<file path="src/rtl/daq_evttag_queue_if.sv">
// Trigger/downstream-facing signal bundle of the event-tag queue.
// master = trigger + DMA side driving pulses; slave = the queue itself.
interface daq_evttag_queue_if #(
    parameter int DEPTH = 16
) ();
    localparam int OW = $clog2(DEPTH) + 1;

    logic           clear;
    logic           l1a;
    logic           spill_start;
    logic           tagdone;
    logic [87:0]    evttag;
    logic           evttag_valid;
    logic [OW-1:0]  occupancy;
    logic           busy;
    logic [15:0]    drop_count;
    logic [7:0]     underflow_count;

    modport master (
        output clear, l1a, spill_start, tagdone,
        input  evttag, evttag_valid, occupancy, busy, drop_count, underflow_count
    );

    modport slave (
        input  clear, l1a, spill_start, tagdone,
        output evttag, evttag_valid, occupancy, busy, drop_count, underflow_count
    );
endinterface

</file>
<file path="src/rtl/daq_evttag_queue.sv">
// Builds {evtid, time_in_spill, spill, bxid} tags and queues one per L1A; head tag is
// registered (valid 2 cycles after l1a); busy at BUSY_THRESH, L1As dropped when full.
module daq_evttag_queue #(
    parameter int          DEPTH       = 16,
    parameter logic [11:0] BXID_MAX    = 12'hFFF,
    parameter int          BUSY_THRESH = 14
) (
    input  logic                 i_clk,
    input  logic                 i_rst_n,
    daq_evttag_queue_if.slave    q_if
);
    localparam int AW = $clog2(DEPTH);
    localparam int PW = AW + 1;

    logic [11:0]    r_bxid;
    logic [11:0]    r_spill;
    logic [31:0]    r_tis;
    logic [31:0]    r_evtid;

    logic [87:0]    r_mem [DEPTH];
    logic [PW-1:0]  r_wptr;
    logic [PW-1:0]  r_rptr;
    logic [PW-1:0]  r_occ;
    logic           r_busy;
    logic [87:0]    r_evttag;
    logic           r_evttag_vld;
    logic [15:0]    r_drop;
    logic [7:0]     r_uf;

    logic           w_full;
    logic           w_empty;
    logic           w_push;
    logic           w_pop;
    logic           w_drop;
    logic           w_underflow;
    logic [87:0]    w_tag;
    logic [PW-1:0]  w_occ_nxt;

    assign w_tag   = {r_evtid, r_tis, r_spill, r_bxid};
    assign w_full  = (r_occ == PW'(DEPTH));
    assign w_empty = (r_occ == '0);

    // An L1A meeting a tagdone on an empty queue passes straight through:
    // it counts as both a push and a pop, not as an underflow.
    assign w_push      = q_if.l1a && (!w_full || q_if.tagdone);
    assign w_pop       = q_if.tagdone && (!w_empty || w_push);
    assign w_drop      = q_if.l1a && !w_push;
    assign w_underflow = q_if.tagdone && !w_pop;

    always_comb begin
        w_occ_nxt = r_occ;
        if (w_push && !w_pop) begin
            w_occ_nxt = r_occ + PW'(1);
        end else if (w_pop && !w_push) begin
            w_occ_nxt = r_occ - PW'(1);
        end
    end

    always_ff @(posedge i_clk or negedge i_rst_n) begin
        if (!i_rst_n) begin
            r_bxid  <= '0;
            r_spill <= '0;
            r_tis   <= '0;
            r_evtid <= '0;
        end else if (q_if.clear) begin
            r_bxid  <= '0;
            r_spill <= '0;
            r_tis   <= '0;
            r_evtid <= '0;
        end else begin
            r_bxid <= (r_bxid == BXID_MAX) ? 12'd0 : r_bxid + 12'd1;
            if (q_if.spill_start) begin
                r_spill <= r_spill + 12'd1;
                r_tis   <= '0;
            end else if (r_tis != 32'hFFFF_FFFF) begin
                r_tis <= r_tis + 32'd1;
            end
            // Dropped triggers still consume an evtid so downstream sees the gap.
            if (q_if.l1a) begin
                r_evtid <= r_evtid + 32'd1;
            end
        end
    end

    // Storage is wiped on reset too, so no stale tag can reappear afterwards.
    always_ff @(posedge i_clk or negedge i_rst_n) begin
        if (!i_rst_n) begin
            for (int i = 0; i < DEPTH; i++) begin
                r_mem[i] <= '0;
            end
        end else if (!q_if.clear && w_push) begin
            r_mem[r_wptr[AW-1:0]] <= w_tag;
        end
    end

    // The head is read from the array a cycle after any write lands, so a tag
    // written into the head slot is always seen with its new contents.
    always_ff @(posedge i_clk or negedge i_rst_n) begin
        if (!i_rst_n) begin
            r_wptr       <= '0;
            r_rptr       <= '0;
            r_occ        <= '0;
            r_busy       <= 1'b0;
            r_evttag     <= '0;
            r_evttag_vld <= 1'b0;
            r_drop       <= '0;
            r_uf         <= '0;
        end else if (q_if.clear) begin
            r_wptr       <= '0;
            r_rptr       <= '0;
            r_occ        <= '0;
            r_busy       <= 1'b0;
            r_evttag     <= '0;
            r_evttag_vld <= 1'b0;
            r_drop       <= '0;
            r_uf         <= '0;
        end else begin
            if (w_push) begin
                r_wptr <= r_wptr + PW'(1);
            end
            if (w_pop) begin
                r_rptr <= r_rptr + PW'(1);
            end
            r_occ        <= w_occ_nxt;
            r_busy       <= (w_occ_nxt >= PW'(BUSY_THRESH));
            r_evttag_vld <= !w_empty;
            r_evttag     <= w_empty ? 88'd0 : r_mem[r_rptr[AW-1:0]];
            if (w_drop && (r_drop != 16'hFFFF)) begin
                r_drop <= r_drop + 16'd1;
            end
            if (w_underflow && (r_uf != 8'hFF)) begin
                r_uf <= r_uf + 8'd1;
            end
        end
    end

    assign q_if.evttag          = r_evttag;
    assign q_if.evttag_valid    = r_evttag_vld;
    assign q_if.occupancy       = r_occ;
    assign q_if.busy            = r_busy;
    assign q_if.drop_count      = r_drop;
    assign q_if.underflow_count = r_uf;
endmodule

</file>
<file path="src/flat_wrapper.sv">
// flat-port wrapper written by rule: the top's interface ports become plain ports
module daq_evttag_queue_flat 
#(
    parameter int          DEPTH       = 16,
    parameter logic [11:0] BXID_MAX    = 12'hFFF,
    parameter int          BUSY_THRESH = 14
)
  (i_clk, i_rst_n, q_if_clear, q_if_l1a, q_if_spill_start, q_if_tagdone, q_if_evttag, q_if_evttag_valid, q_if_occupancy, q_if_busy, q_if_drop_count, q_if_underflow_count);
  daq_evttag_queue_if #(.DEPTH(DEPTH)) q_if_i ();
  input  logic i_clk;
  input  logic i_rst_n;
  input wire logic [$bits(q_if_i.clear)-1:0] q_if_clear;
  input wire logic [$bits(q_if_i.l1a)-1:0] q_if_l1a;
  input wire logic [$bits(q_if_i.spill_start)-1:0] q_if_spill_start;
  input wire logic [$bits(q_if_i.tagdone)-1:0] q_if_tagdone;
  output wire logic [$bits(q_if_i.evttag)-1:0] q_if_evttag;
  output wire logic [$bits(q_if_i.evttag_valid)-1:0] q_if_evttag_valid;
  output wire logic [$bits(q_if_i.occupancy)-1:0] q_if_occupancy;
  output wire logic [$bits(q_if_i.busy)-1:0] q_if_busy;
  output wire logic [$bits(q_if_i.drop_count)-1:0] q_if_drop_count;
  output wire logic [$bits(q_if_i.underflow_count)-1:0] q_if_underflow_count;
  assign q_if_i.clear = q_if_clear;
  assign q_if_i.l1a = q_if_l1a;
  assign q_if_i.spill_start = q_if_spill_start;
  assign q_if_i.tagdone = q_if_tagdone;
  assign q_if_evttag = q_if_i.evttag;
  assign q_if_evttag_valid = q_if_i.evttag_valid;
  assign q_if_occupancy = q_if_i.occupancy;
  assign q_if_busy = q_if_i.busy;
  assign q_if_drop_count = q_if_i.drop_count;
  assign q_if_underflow_count = q_if_i.underflow_count;
  daq_evttag_queue #(.DEPTH(DEPTH), .BXID_MAX(BXID_MAX), .BUSY_THRESH(BUSY_THRESH)) u_core (.i_clk(i_clk), .i_rst_n(i_rst_n), .q_if(q_if_i));
endmodule
</file>
<file path="config.mk">
export PLATFORM = sky130hd
export DESIGN_NAME = daq_evttag_queue_flat
export DESIGN_NICKNAME = d
export VERILOG_FILES = /design/src/rtl/daq_evttag_queue_if.sv /design/src/rtl/daq_evttag_queue.sv /design/src/flat_wrapper.sv
export SDC_FILE = /design/constraint.sdc
export NUM_CORES = 2
export LEC_CHECK = 0
export CORE_MARGIN = 5
export CORE_UTILIZATION = 30
export CTS_CLUSTER_DIAMETER = 80
export DETAILED_ROUTE_END_ITERATION = 8
export GPL_ROUTABILITY_DRIVEN = 0
export GPL_TIMING_DRIVEN = 0
export PLACE_DENSITY_LB_ADDON = 0.25
export SYNTH_ARGS = -nofsm -noshare
export SYNTH_HDL_FRONTEND = slang
export SYNTH_SLANG_ARGS = --single-unit
</file>
<file path="constraint.sdc">
create_clock -name i_clk -period 3.5 [get_ports i_clk]
set_input_delay 0.7 -clock i_clk [delete_from_list [all_inputs] [get_ports i_clk]]
set_output_delay 0.7 -clock i_clk [all_outputs]
set_load 0.01 [all_outputs]
</file>
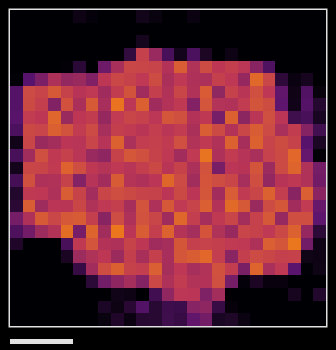
(images/density.png)
Bar = 100 um. The die is cut into 25 by 25 equal tiles; black is low, pale yellow is high, 0 to 100% covered.
fullest tile: 69%
mean over tiles: 32%
nearly empty tiles: 27%
densest ninth of the die: centre

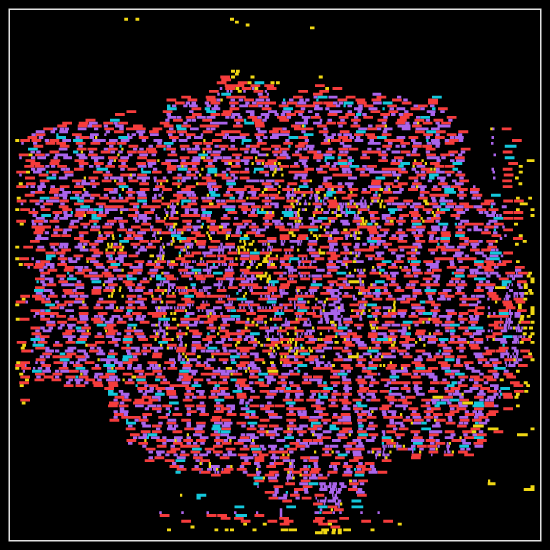
(images/cell_classes.png)
legend:
  flip-flops:
    colour: red
    cells: 1623
    share_of_their_area: 51%
  all other logic:
    colour: purple
    cells: 2627
    share_of_their_area: 37%
  clock drivers and dummy loads:
    colour: cyan
    cells: 332
    share_of_their_area: 7.6%
  other buffers and delay cells:
    colour: yellow
    cells: 612
    share_of_their_area: 4.6%
Seq/total area: 0.484
fin util: 0.352
core area: 238000 um^2

==> changes_impl.md <==
### Changed

- Status: complete, but fails checks
- Failing checks: setup timing
- Layout cells sized above 1: 0.425
- Hold Slack: 468 ps
- Crit share post-route: 1.02
- Top cell category: registers
- Seq pwr: 0.0190 W
- Initial antenna violation count: 9
- Num CTS Buffers: 180
- Final Critical Period: 3560 ps
- H-tree levels: 4
- Worst-case clock buffer depth: 3
- Wl on met1: 95100 um
- AO/OA Area Share: 0.0187
- Maximum vdd drop: 0.401 mV
- Top cell area share: 0.565
- Signal inverters: 20
- Crit Path Max Fanout: 10
- Post-synth top area cell: dfrtp_1
- I/O pin count: 125
- Via total after detailed routing: 42200
- Reg2reg start: u_core.q_if.occupancy[1]$_DFF_PN0_
- Hold_buf cts: 1
- Setup violations, final: 8
- Pre-CTS WS: -2440 ps
- Final Worst Setup Slack: -62.9 ps
- Combinational share of cell area: 0.351
- Multi-input gates: 2607
- Seq share, synth: 0.565
- Clock Power: 0.0194 W
- Reg power frac: 0.459
- Max Cap Viol: 0
- N_taps: 3167
- CP Cell Sequence: inv_1, ha_1, nand4bb_1, o21a_1, buf_2, nand3_2, buf_4, clkdlybuf4s15_2, mux2_2
- Remaining Overflow, GRT: 0
- Drt drc: 0
- Yosys synthesis chip area: 71900 um^2
- Storage cell area: 40600 um^2
- Top Consumer: clock
- DR vias/cell: 5.04
- Slew Limit Fails: 0
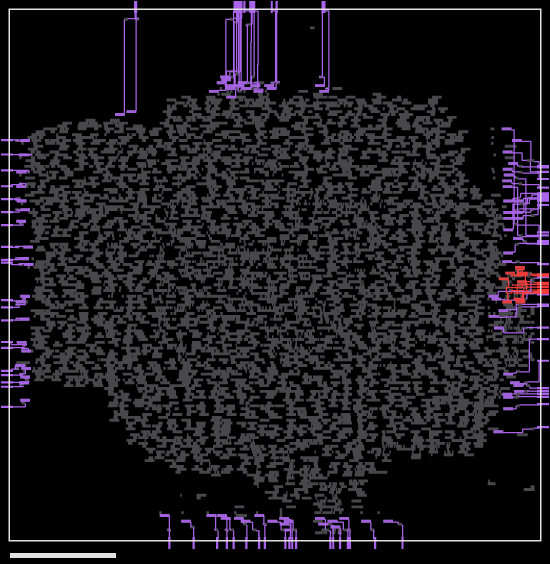
(images/port_nets.png)
Bar = 100 um.
legend:
  q_if_evttag:
    colour: purple
    bits: 88
    direction: output
    edge: 31 east, 20 west, 19 south, 18 north
    end_cells: 88
    wire: 3450 um
  q_if_underflow_count:
    colour: red
    bits: 8
    direction: output
    edge: east
    end_cells: 8
    wire: 296 um

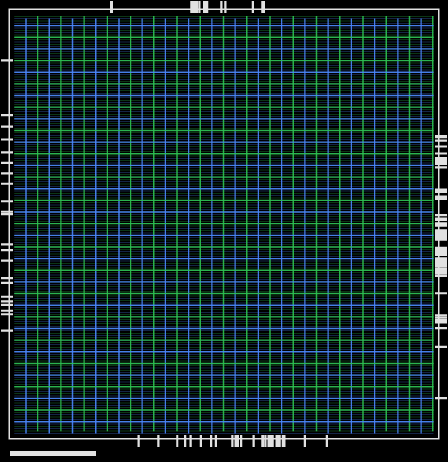
(images/pdn.png)
Bar = 100 um. Pins as bars on the die edge.
legend:
  VDD:
    colour: green
  VSS:
    colour: blue
rows: 179
signal pins: 125
met1 rails: 180

Power figures rest on the tool's default switching activity, not on a simulated workload.
